[config.mk]
export PLATFORM = sky130hd
export DESIGN_NAME = io_write_buffer_flat
export DESIGN_NICKNAME = d
export VERILOG_FILES = /design/src/rtl/io_write_buffer_if.sv /design/src/rtl/io_write_buffer.sv /design/src/flat_wrapper.sv
export SDC_FILE = /design/constraint.sdc
export NUM_CORES = 1
export LEC_CHECK = 0
export CAP_MARGIN = 20
export CELL_PAD_IN_SITES_DETAIL_PLACEMENT = 1
export CELL_PAD_IN_SITES_GLOBAL_PLACEMENT = 2
export CORE_MARGIN = 2
export CORE_UTILIZATION = 38
export DETAILED_ROUTE_END_ITERATION = 8
export PLACE_DENSITY = 0.76
export SETUP_SLACK_MARGIN = 0.1
export SLEW_MARGIN = 0
export SYNTH_ARGS = -nofsm -noshare
export SYNTH_HDL_FRONTEND = slang
export SYNTH_SLANG_ARGS = --single-unit
[constraint.sdc]
create_clock -name clk_in -period 2.5 [get_ports clk_in]
set_input_delay 0.5 -clock clk_in [delete_from_list [all_inputs] [get_ports clk_in]]
set_output_delay 0.5 -clock clk_in [all_outputs]
set_load 0.02 [all_outputs]
[src/rtl/io_write_buffer_if.sv]
// CPU-side capture bus and UART-side byte stream of the IO write buffer.
interface io_write_buffer_if;
  logic        rdy_in;
  logic [31:0] mem_a;
  logic [7:0]  mem_dout;
  logic        mem_wr;
  logic        io_buffer_full;
  logic [7:0]  tx_data;
  logic        tx_valid;
  logic        tx_ready;

  modport master (
    output rdy_in, mem_a, mem_dout, mem_wr, tx_ready,
    input  io_buffer_full, tx_data, tx_valid
  );

  modport slave (
    input  rdy_in, mem_a, mem_dout, mem_wr, tx_ready,
    output io_buffer_full, tx_data, tx_valid
  );
endinterface

[src/rtl/io_write_buffer.sv]
// Byte FIFO between CPU IO writes and a UART transmitter,
// with halt handling that flushes the queue then sends a 0x00 terminator.
module io_write_buffer #(
  parameter int DEPTH       = 16,
  parameter int FULL_MARGIN = 2
) (
  input  logic                    clk_in,
  input  logic                    rst_in,
  io_write_buffer_if.slave        bus,
  output logic [$clog2(DEPTH):0]  count,
  output logic                    overflow,
  output logic                    program_finished
);

  localparam int AW = $clog2(DEPTH);
  localparam int CW = AW + 1;
  localparam logic [CW-1:0] DEPTH_C = CW'(DEPTH);
  localparam logic [CW-1:0] FULL_TH = CW'(DEPTH - FULL_MARGIN);

  localparam logic [1:0] S_RUN   = 2'd0;
  localparam logic [1:0] S_FLUSH = 2'd1;
  localparam logic [1:0] S_TERM  = 2'd2;
  localparam logic [1:0] S_DONE  = 2'd3;

  logic [1:0]    r_state;
  logic [1:0]    w_next;
  logic [AW-1:0] r_wr_ptr;
  logic [AW-1:0] r_rd_ptr;
  logic [CW-1:0] r_count;
  logic          r_overflow;
  logic [7:0]    r_mem [DEPTH];

  logic w_sel;
  logic w_char_wr;
  logic w_halt_wr;
  logic w_run;
  logic w_drain;
  logic w_empty;
  logic w_full;
  logic w_pop;
  logic w_push_req;
  logic w_push;
  logic w_drop;
  logic w_unused_addr;

  assign w_sel = bus.rdy_in & bus.mem_wr
               & (bus.mem_a[17:16] == 2'b11);
  assign w_char_wr = w_sel & (bus.mem_a[2:0] == 3'b000);
  assign w_halt_wr = w_sel & (bus.mem_a[2:0] == 3'b100);
  assign w_unused_addr = ^{bus.mem_a[31:18], bus.mem_a[15:3]};

  assign w_run   = (r_state == S_RUN);
  assign w_drain = w_run | (r_state == S_FLUSH);
  assign w_empty = (r_count == '0);
  assign w_full  = (r_count == DEPTH_C);

  // Drain runs off the UART side only, so rdy_in never stalls it.
  assign w_pop      = w_drain & ~w_empty & bus.tx_ready;
  assign w_push_req = w_char_wr & w_run & (bus.mem_dout != 8'h00);
  assign w_push     = w_push_req & (~w_full | w_pop);
  assign w_drop     = w_push_req & w_full & ~w_pop;

  assign bus.tx_valid = w_drain ? ~w_empty : (r_state == S_TERM);
  assign bus.tx_data  = (w_drain & ~w_empty) ? r_mem[r_rd_ptr] : 8'h00;
  assign bus.io_buffer_full = (r_count >= FULL_TH);

  assign count            = r_count;
  assign overflow         = r_overflow;
  assign program_finished = (r_state == S_DONE);

  always_comb begin
    w_next = r_state;
    unique case (1'b1)
      (r_state == S_RUN):   if (w_halt_wr)    w_next = S_FLUSH;
      (r_state == S_FLUSH): if (w_empty)      w_next = S_TERM;
      (r_state == S_TERM):  if (bus.tx_ready) w_next = S_DONE;
      default:              w_next = r_state;
    endcase
  end

  always_ff @(posedge clk_in or negedge rst_in) begin
    if (!rst_in) begin
      r_state    <= S_RUN;
      r_wr_ptr   <= '0;
      r_rd_ptr   <= '0;
      r_count    <= '0;
      r_overflow <= 1'b0;
    end else begin
      r_state <= w_next;
      if (w_push) r_wr_ptr <= r_wr_ptr + AW'(1);
      if (w_pop)  r_rd_ptr <= r_rd_ptr + AW'(1);
      if (w_drop) r_overflow <= 1'b1;
      unique case ({w_push, w_pop})
        2'b10:   r_count <= r_count + CW'(1);
        2'b01:   r_count <= r_count - CW'(1);
        default: r_count <= r_count;
      endcase
    end
  end

  // Storage needs no reset: tx_data is masked while the queue is empty.
  always_ff @(posedge clk_in) begin
    if (w_push) r_mem[r_wr_ptr] <= bus.mem_dout;
  end

endmodule

[src/flat_wrapper.sv]
// flat-port wrapper written by rule: the top's interface ports become plain ports
module io_write_buffer_flat 
#(
  parameter int DEPTH       = 16,
  parameter int FULL_MARGIN = 2
)
  (clk_in, rst_in, count, overflow, program_finished, bus_rdy_in, bus_mem_a, bus_mem_dout, bus_mem_wr, bus_tx_ready, bus_io_buffer_full, bus_tx_data, bus_tx_valid);
  io_write_buffer_if bus_i ();
  input  logic clk_in;
  input  logic rst_in;
  output logic [$clog2(DEPTH):0] count;
  output logic overflow;
  output logic program_finished;
  input wire logic [$bits(bus_i.rdy_in)-1:0] bus_rdy_in;
  input wire logic [$bits(bus_i.mem_a)-1:0] bus_mem_a;
  input wire logic [$bits(bus_i.mem_dout)-1:0] bus_mem_dout;
  input wire logic [$bits(bus_i.mem_wr)-1:0] bus_mem_wr;
  input wire logic [$bits(bus_i.tx_ready)-1:0] bus_tx_ready;
  output wire logic [$bits(bus_i.io_buffer_full)-1:0] bus_io_buffer_full;
  output wire logic [$bits(bus_i.tx_data)-1:0] bus_tx_data;
  output wire logic [$bits(bus_i.tx_valid)-1:0] bus_tx_valid;
  assign bus_i.rdy_in = bus_rdy_in;
  assign bus_i.mem_a = bus_mem_a;
  assign bus_i.mem_dout = bus_mem_dout;
  assign bus_i.mem_wr = bus_mem_wr;
  assign bus_i.tx_ready = bus_tx_ready;
  assign bus_io_buffer_full = bus_i.io_buffer_full;
  assign bus_tx_data = bus_i.tx_data;
  assign bus_tx_valid = bus_i.tx_valid;
  io_write_buffer #(.DEPTH(DEPTH), .FULL_MARGIN(FULL_MARGIN)) u_core (.clk_in(clk_in), .rst_in(rst_in), .bus(bus_i), .count(count), .overflow(overflow), .program_finished(program_finished));
endmodule
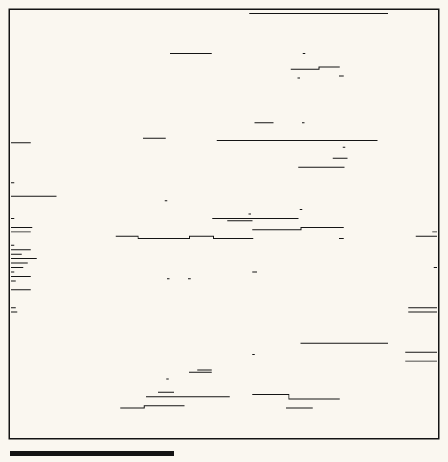
**Above:** signal wires on met3.
Scale bar: 50 microns.
share of all routed wire = 3.3%
nets with wire on the layer = 39
longest straight run = 48.8 microns
wire length on this layer = 501 microns
main direction = horizontal

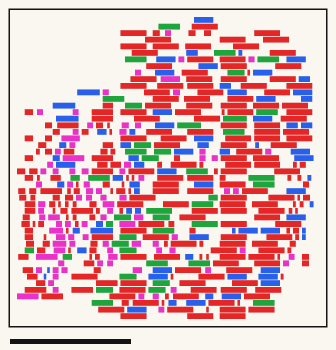
**Above:** sizing map.
Scale bar: 50 microns.
drive 2 -> blue  # cells 73, share 16%
drive 3 to 4 -> magenta  # cells 88, share 19%
drive 6 and up -> green  # cells 41, share 8.9%
drive 1 or less -> red  # cells 260, share 56%

==> results.cfg <==
; flow metrics
[run_status]
status = complete, but fails checks
violations = setup timing

[synth]
ys_seq_share_pct = 69.7
syn_area_sq_um = 6090
top_area_cell = edfxtp_1
synth_cell_type_count = 44
ff_type = edfxtp_1
synth.area.top_cells = edfxtp_1 (63%), mux4_2 (12%), dfrtp_1 (6.6%), ha_1 (2.7%), mux2i_1 (1.5%)
syn_nets = 396
synth-area-yosys_sq_um = 6090

[route]
wl_per_cell_microns = 22.7
top_layer_used = met4
avgViaCountPerCell = 5.17
dr.first_iter.drc_count = 292

[worst_setup_path]
cp_cell_sequence = buf_12, buf_16, mux4_2, mux2i_2, o21a_1, nor3_2, buf_4
critPathLaunch = u_core.r_rd_ptr[0]
cp.required_ns = 2.00
cp_num_buf_inv = 3
start_kind = flop
r2r_slack_ns = 0.03
slowest_stage = mux4_2

[layout]
final_layout_top_logic_cells = edfxtp_1 (128), buf_4 (58), mux4_2 (32)
n_all_inverters = 11
signal_buffers = 108
area_growth_syn_to_layout_pct = 34.4
final-seq-area_sq_um = 4250
finalNonFillerCells = 678
comb_area_share_pct = 23.9
lay_top_count = edfxtp_1
post-route-cell-area_sq_um = 8190

[clock_network]
post_cts_resized = 106
cts_buffers = 17
cts_tree = done
cts_max_level = 4
post_cts_buffers = 13

[sta]
setup_viol = 8
finalCritPeriodShare_pct = 113
setup_slack_ns = -0.313

[die]
io_pins = 62
die_y_microns = 131
die-area_sq_um = 17100
n_tap_cell = 216

[global_routing]
grt.busiest_layer = met2
met1_usage_pct = 22.9
grt_max_degree = 25
grt.total_usage_pct = 19.5

[power_and_ir_drop]
internal_power_uw = 6280

[flow_run]
log.warning_count = 63

[hold_path]
hp-start = bus_mem_dout[7]

[place]
io_buffer_count = 34
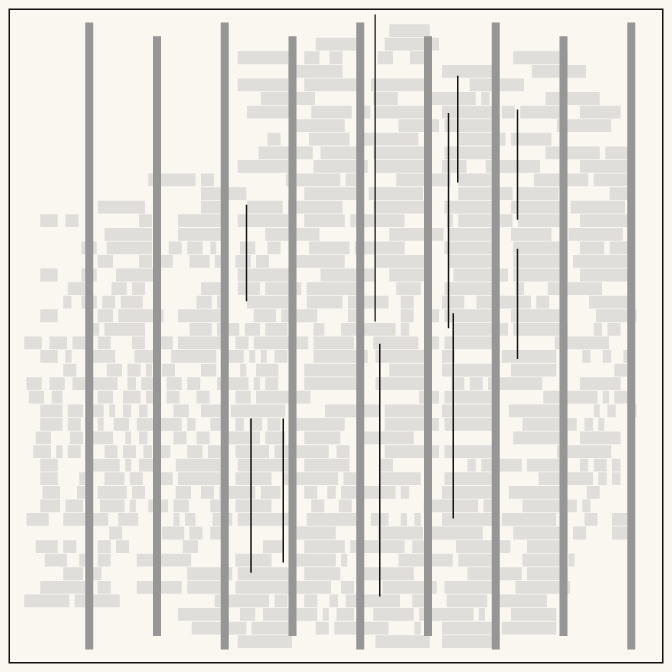
**Above:** metal 4.
Supply wires on this layer in grey. Cells faint in the background.
longest straight run = 61.2 microns
nets with wire on the layer = 7
main direction = vertical
wire length on this layer = 338 microns
drt total wl: 15.4 mm
via count: 3,508

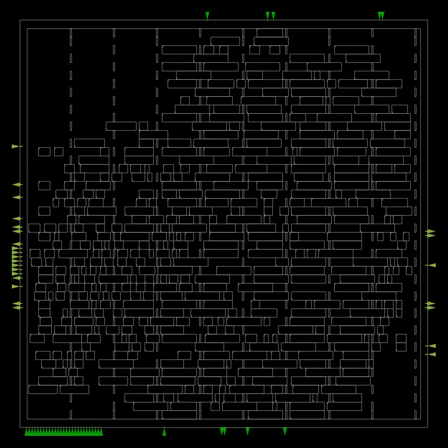
**Above:** placed standard cells.
final-layout fill cell count: 1,495
core footprint: 15,800 sq um
std cell rows: 46

==> state kept, by name (all words and copies together) (netlist names) <==
register,count
u_core.r_mem,128
u_core.count,5
u_core.r_rd_ptr,4
u_core.r_wr_ptr,4
u_core.r_state,2
u_core.overflow,1
==> Yosys cell counts (3+ instances only) <==
cell type,n
a22o_1,3
and2_1,8
buf_2,7
clkbuf_1,5
dfrtp_1,16
edfxtp_1,128
ha_1,13
inv_1,11
mux2i_1,9
mux4_2,32
nand2_1,6
nand3_1,5
nand4_1,3
nor2_1,17
nor3_1,10
nor4_1,6
o21a_1,8
o21ai_0,9
xnor2_1,6
xor2_1,5
==> power by group through the flow <==
| stage | Clock (uW) | Combinational (uW) | Sequential [uW] |
|---|---|---|---|
| global placement | 0 | 3050 | 2900 |
| detailed placement | 0 | 3150 | 2920 |
| finish | 2550 | 3800 | 2880 |
| CTS | 2590 | 3660 | 2880 |
| global route | 2700 | 4060 | 2900 |
| floorplan | 0 | 1840 | 2910 |
==> path summary, 6_finish.rpt <==
kind                                            to  depth (start not counted)
worst min-delay path            u_core.r_mem[1][7]                          1
worst max register to register     u_core.count[4]                         12
worst max-delay path                bus_tx_data[4]                          7
worst min register to register     u_core.overflow                          1
max in group asynchronous          u_core.count[1]                          2
min in group asynchronous          u_core.overflow                          2
==> cell families (layout without fill, tap and decap cells) <==
group                    Yosys count  in the layout  share of synthesized area [%]
AND-OR/OR-AND                     33             33                           3.76
XOR/XNOR                          11             11                           1.58
adder cells (fa/ha/maj)           14             14                           3.00
buffers and inverters             26            151                           1.99
flip-flops                       144            144                           69.7
multiplexers                      44             44                           13.9
AND/OR/NAND/NOR                   65             65                           6.12
Power figures rest on the tool's default switching activity, not on a simulated workload.
